### The clock network, run 1

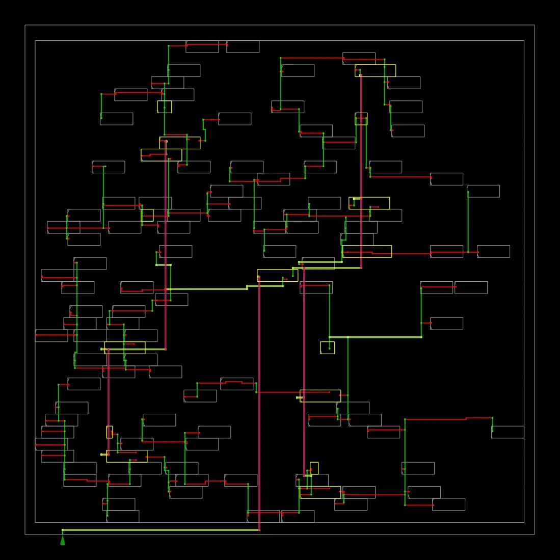
### M3 wires, run 1

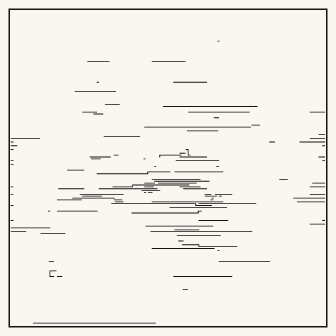
### Signal wires on met2, run 1

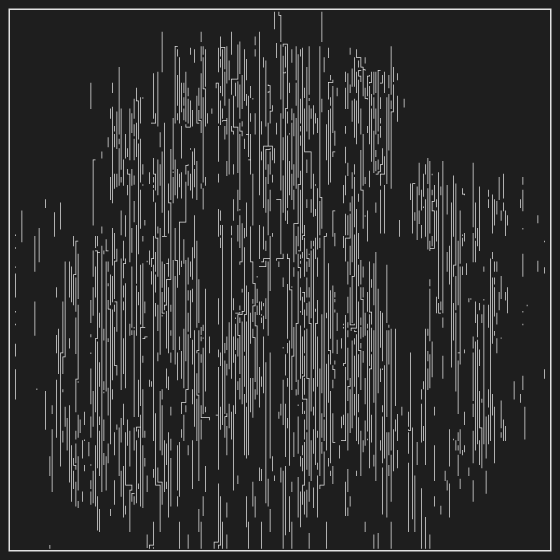
[src/rtl/memory_game_pkg.sv]
// Shared constants for the memory game: state encoding, LFSR setup and
// the fallback pattern used when the LFSR snapshot is all zeros.
package memory_game_pkg;

    // One-hot state encoding; bit order matches {Ql, Qfo, Qg, Qp, Qi}
    localparam logic [4:0] ST_INIT    = 5'b00001;
    localparam logic [4:0] ST_PREVIEW = 5'b00010;
    localparam logic [4:0] ST_GUESS   = 5'b00100;
    localparam logic [4:0] ST_FAIL    = 5'b01000;
    localparam logic [4:0] ST_CLEAR   = 5'b10000;

    localparam logic [15:0] LFSR_SEED        = 16'hACE1;
    // x^16 + x^14 + x^13 + x^11 + 1 (maximal length)
    localparam logic [15:0] LFSR_TAPS        = 16'hB400;
    localparam logic [15:0] FALLBACK_PATTERN = 16'hA5A5;

    // Tile (row, col) lives at bit row*4+col of the 16-bit board
    function automatic logic [3:0] tile_idx(input logic [1:0] row, input logic [1:0] col);
        return {row, col};
    endfunction

endpackage

[src/rtl/lfsr16.sv]
// Free-running 16-bit Fibonacci LFSR, advances every cycle.
module lfsr16
    import memory_game_pkg::*;
(
    input  logic        clk,
    input  logic        rst,
    output logic [15:0] q
);

    logic [15:0] q_q, q_d;

    // Shift left, feeding back the parity of the tapped bits
    always_comb begin
        q_d = {q_q[14:0], ^(q_q & LFSR_TAPS)};
    end

    // State register, reseeded on reset
    always_ff @(posedge clk) begin
        if (rst) q_q <= LFSR_SEED;
        else     q_q <= q_d;
    end

    assign q = q_q;

endmodule

[src/rtl/memory_game_sm.sv]
// Memory game controller: preview a random 4x4 pattern, then let the
// player reveal tiles with a cursor until the pattern is found or the
// miss budget is spent. All outputs come straight from flops.
module memory_game_sm
    import memory_game_pkg::*;
#(
    parameter int PREVIEW_CYCLES = 100_000_000,
    parameter int MAX_MISSES     = 3
) (
    input  logic       clk,
    input  logic       rst,
    input  logic       start,
    input  logic       up,
    input  logic       down,
    input  logic       left,
    input  logic       right,
    input  logic       sel,
    output logic [1:0] X,
    output logic [1:0] Y,
    output logic [3:0] A0,
    output logic [3:0] A1,
    output logic [3:0] A2,
    output logic [3:0] A3,
    output logic [3:0] B0,
    output logic [3:0] B1,
    output logic [3:0] B2,
    output logic [3:0] B3,
    output logic       Qi,
    output logic       Qp,
    output logic       Qg,
    output logic       Qfo,
    output logic       Ql,
    output logic [1:0] misses
);

    localparam int CW = (PREVIEW_CYCLES > 1) ? $clog2(PREVIEW_CYCLES) : 1;
    localparam logic [CW-1:0] CNT_LAST = CW'(PREVIEW_CYCLES - 1);

    logic [15:0]   lfsr_val;
    logic [4:0]    state_q, state_d;
    logic [15:0]   pattern_q, pattern_d;
    logic [15:0]   mask_q, mask_d;
    logic [15:0]   disp_q, disp_d;
    logic [1:0]    x_q, x_d, y_q, y_d;
    logic [1:0]    misses_q, misses_d;
    logic [CW-1:0] cnt_q, cnt_d;
    logic [3:0]    idx;

    lfsr16 u_lfsr (
        .clk (clk),
        .rst (rst),
        .q   (lfsr_val)
    );

    // Next-state, board and cursor update
    always_comb begin
        state_d   = state_q;
        pattern_d = pattern_q;
        mask_d    = mask_q;
        x_d       = x_q;
        y_d       = y_q;
        misses_d  = misses_q;
        cnt_d     = cnt_q;
        idx       = tile_idx(x_q, y_q);
        case (state_q)
            ST_INIT: begin
                if (start) begin
                    pattern_d = (lfsr_val == '0) ? FALLBACK_PATTERN : lfsr_val;
                    mask_d    = '0;
                    misses_d  = '0;
                    x_d       = '0;
                    y_d       = '0;
                    cnt_d     = '0;
                    state_d   = ST_PREVIEW;
                end
            end
            ST_PREVIEW: begin
                cnt_d = cnt_q + 1'b1;
                if (cnt_q == CNT_LAST) state_d = ST_GUESS;
            end
            ST_GUESS: begin
                if (sel) begin
                    // Guess wins over movement; revealed tiles are inert
                    if (!mask_q[idx]) begin
                        mask_d[idx] = 1'b1;
                        if (!pattern_q[idx]) begin
                            misses_d = misses_q + 1'b1;
                            if (misses_d == 2'(MAX_MISSES)) state_d = ST_FAIL;
                        end else if ((mask_d & pattern_q) == pattern_q) begin
                            state_d = ST_CLEAR;
                        end
                    end
                end else begin
                    // Opposing pulses on one axis cancel; 2-bit wrap is free
                    if (up && !down)    x_d = x_q - 1'b1;
                    if (down && !up)    x_d = x_q + 1'b1;
                    if (left && !right) y_d = y_q - 1'b1;
                    if (right && !left) y_d = y_q + 1'b1;
                end
            end
            ST_FAIL, ST_CLEAR: begin
                if (start) state_d = ST_INIT;
            end
            default: state_d = ST_INIT;
        endcase
        // Display follows the state being entered so B stays registered
        disp_d = (state_d == ST_PREVIEW) ? pattern_d : mask_d;
    end

    // State and output registers
    always_ff @(posedge clk) begin
        if (rst) begin
            state_q   <= ST_INIT;
            pattern_q <= '0;
            mask_q    <= '0;
            disp_q    <= '0;
            x_q       <= '0;
            y_q       <= '0;
            misses_q  <= '0;
            cnt_q     <= '0;
        end else begin
            state_q   <= state_d;
            pattern_q <= pattern_d;
            mask_q    <= mask_d;
            disp_q    <= disp_d;
            x_q       <= x_d;
            y_q       <= y_d;
            misses_q  <= misses_d;
            cnt_q     <= cnt_d;
        end
    end

    assign X      = x_q;
    assign Y      = y_q;
    assign {A3, A2, A1, A0} = pattern_q;
    assign {B3, B2, B1, B0} = disp_q;
    assign {Ql, Qfo, Qg, Qp, Qi} = state_q;
    assign misses = misses_q;

endmodule
[config.mk]
export PLATFORM = sky130hd
export DESIGN_NAME = memory_game_sm
export DESIGN_NICKNAME = d
export VERILOG_FILES = /design/src/rtl/memory_game_pkg.sv /design/src/rtl/lfsr16.sv /design/src/rtl/memory_game_sm.sv
export SDC_FILE = /design/constraint.sdc
export NUM_CORES = 1
export LEC_CHECK = 0
export CORE_MARGIN = 2
export CORE_UTILIZATION = 40
export DETAILED_ROUTE_END_ITERATION = 8
export GPL_TIMING_DRIVEN = 0
export PLACE_DENSITY = 0.67
export SLEW_MARGIN = 40
export SYNTH_ARGS = -nofsm -noshare
export SYNTH_HDL_FRONTEND = slang
export SYNTH_SLANG_ARGS = --single-unit
[constraint.sdc]
create_clock -name clk -period 2.55 [get_ports clk]
set_input_delay 0.3825 -clock clk [delete_from_list [all_inputs] [get_ports clk]]
set_output_delay 0.3825 -clock clk [all_outputs]
set_load 0.02 [all_outputs]
==> results.cfg, run 1 <==
; implementation run metrics
[worst_setup_path]
reg2reg_depth = 6
critPathLaunchType = register
r2r-end = disp_q[2]
cp.arrival_ns = 2.68
startpoint = X[0]
crit_end = disp_q[2]
worstReg2RegStart = X[0]

[cts]
ctsHoldBuffers = 0
clk_latency_ns = 0.36
cts_resized = 4
clockBufferDepth = 2
cts_tree = done

[cells_and_area]
n_antenna_cell = 0
fin_util_pct = 49.7
largest_cell_class = multi-input combinational cells
final_cell_mix = dfxtp_1, nor2_1, clkdlybuf4s50_1, nand2_1, a21oi_1
comb_area_share_pct = 45.4
mostFrequentLayoutCell = dfxtp_1
area_delta_synth_final_pct = 21.0
drive_gt1_share_pct = 9.03

[yosys]
ys_seq_share_pct = 41.4
yosys_area_sq_um = 4930
logic_family = simple AND/OR/NAND/NOR gates
ys_sh_aoi_pct = 18.5
edf_count = 0
syn_area_per_cell_sq_um = 8.68
synthCells = 568
ys_cells = 568
yosys.area.top_type = dfxtp_1

[placement]
dp_hpwl_um = 11300
globalplace.congestion = 0.976
preCtsSetupSlack_ns = -0.293
dp.cells = 765
place_area_sq_um = 5620

[pwr]
power_density_nw_per_um2 = 628

[floorplanning]
chipArea_sq_um = 13200
fp_util_pct = 41.1
die_y_um = 115
die-width_um = 115

[global_route]
grt_pass1_vias = 4475

[min_path]
hold_class = register to register
holdPathStages = 1

[detailed_routing]
dr.pass1.iters = 5

[sta]
finalSetupViolations = 0
hold_viol_final = 0

[run]
warnings = 26

[run_status]
status = completed
About 'The clock network':
clk sinks: 102
P_clk: 1420 uW
# clk buffers: 10
CTS Buf Count: 9
clk_skew: 0.0137 ns

About 'M3 wires':
longest straight run = 44.4 um
share of all routed wire = 6.4%
wire length on this layer = 990 um
nets with wire on the layer = 83
main direction = horizontal
Routed WL: 15,500 um
met3 Track Usage GR: 2.58%
total number of vias: 4,668

About 'Signal wires on met2':
wire length on this layer = 7,000 um
longest straight run = 52.4 um
share of all routed wire = 45%
nets with wire on the layer = 569
main direction = vertical
M2 GR Usage: 36.3%

-- run 1: metal layers --
layer	global-route usage (%)	wire length (um)	vias to the layer above
met1	36.4	7180	2273
met5	0	0	-
met4	9.16	323	0
met2	36.3	7000	176
li1	-	-	2195
met3	2.58	990	24
-- run 1: critical path: stages, from the launching register on --
cell and delay (ns):
dfxtp_1 0.58, inv_1 0.24, mux4_2 0.52, a22oi_2 0.30, nor3b_4 0.12, a32o_1 0.29
mux2_2 0.25
-- run 1: power breakdown --
group / internal (uW) / leakage [uW] / switching, uW
Sequential: 1660 / 0.000832 / 67.4
Clock: 767 / 0.000139 / 653
Combinational: 242 / 0.00110 / 355
Total: 2670 / 0.00207 / 1080
==> run 1 -> run 2 <==
- CORE_UTILIZATION: 40 -> 43
- CTS_CLUSTER_SIZE: not set -> 10
- PLACE_DENSITY: 0.67 -> 0.7
### The clock network, run 2

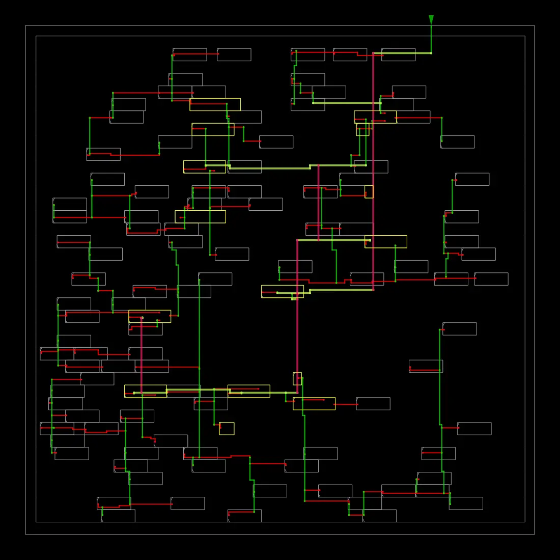
flip-flop and latch count: 102
P_clk: 1470 uW
clk_skew: 0.00721 ns

### Metal 1, run 2

Supply wires on this layer in gray.
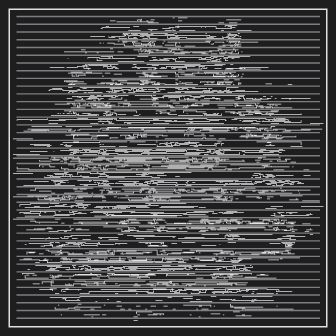
longest straight run = 40.5 um
wire length on this layer = 7,090 um
main direction = horizontal
share of all routed wire = 47%
nets with wire on the layer = 607
total number of vias: 4,700
Routed WL: 15,200 um

### Signal wires on met2, run 2

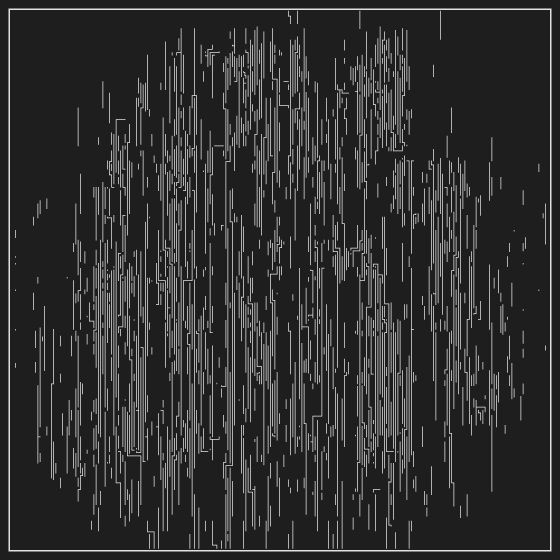
wire length on this layer = 6,930 um
longest straight run = 50.1 um
nets with wire on the layer = 565
M2 GR Usage: 37.4%

==> run 2 against run 1 <==
Power increased by 1.3%; global-route usage increased by 0.13 points; critical endpoint is now disp_q[9]; critical path type unchanged; clock power increased by 4%; utilization increased by 2.9 points; wire length decreased by 2.0%; first-iteration DRC count increased by 12%; maximum frequency increased by 0.16%; clock skew decreased by 0.0065 ns; final cell count decreased by 0.64%; worst hold slack got worse by 0.0012 ns.
==> results.cfg, run 2 <==
; implementation run metrics
[placement]
preCtsSetupSlack_ns = -0.248
dp.cells = 761

[cts]
clockBufferDepth = 2
cts.sinks = 102
numCtsBuffers = 9
clk_latency_ns = 0.35
ctsHoldBuffers = 0

[detailed_routing]
met3_length_um = 732
dr_wl_met2_um = 6930
highest_layer = met4
dr.pass1.iters = 5

[yosys]
edf_count = 0
synthCells = 568
yosys.area.top_type = dfxtp_1

[cells_and_area]
fin_util_pct = 52.6
largest_cell_class = multi-input combinational cells
mostFrequentLayoutCell = dfxtp_1
area_delta_synth_final_pct = 20.8
clock_buffer_count = 9
final_cell_mix = dfxtp_1, nor2_1, clkdlybuf4s50_1, nand2_1, a21oi_1

[worst_setup_path]
cp.arrival_ns = 2.65
path_delay_family = buffers and inverters
critPathMaxStageDelay_ns = 0.49
cp_slowest_cell = buf_1

[pwr]
power_switching_uw = 1040
pwr-share-clk_pct = 38.7
power-top-group = sequential cells

[floorplanning]
chipArea_sq_um = 12300

[run]
warnings = 26

[run_status]
status = completed
==> run 2: final timing paths <==
check               from  cells after the start           to  slack [ns]
max           state_q[4]                      7    disp_q[9]        0.13
min          u_lfsr.q[3]                      1  u_lfsr.q[4]        0.49
max reg2reg   state_q[4]                      7    disp_q[9]        0.13
min reg2reg  u_lfsr.q[3]                      1  u_lfsr.q[4]        0.49
==> run 2: kinds of logic (layout without fill, tap and decap cells) <==
family	count (synthesis)	in the layout	synth area share, %
adder cells (fa/ha/maj)	5	5	1.27
AND-OR/OR-AND	130	130	18.5
multiplexers	25	25	6.75
AND/OR/NAND/NOR	240	240	25.8
buffers and inverters	57	119	4.67
XOR/XNOR	9	9	1.60
flip-flops	102	102	41.4
Power is estimated from default activity; no workload was simulated.
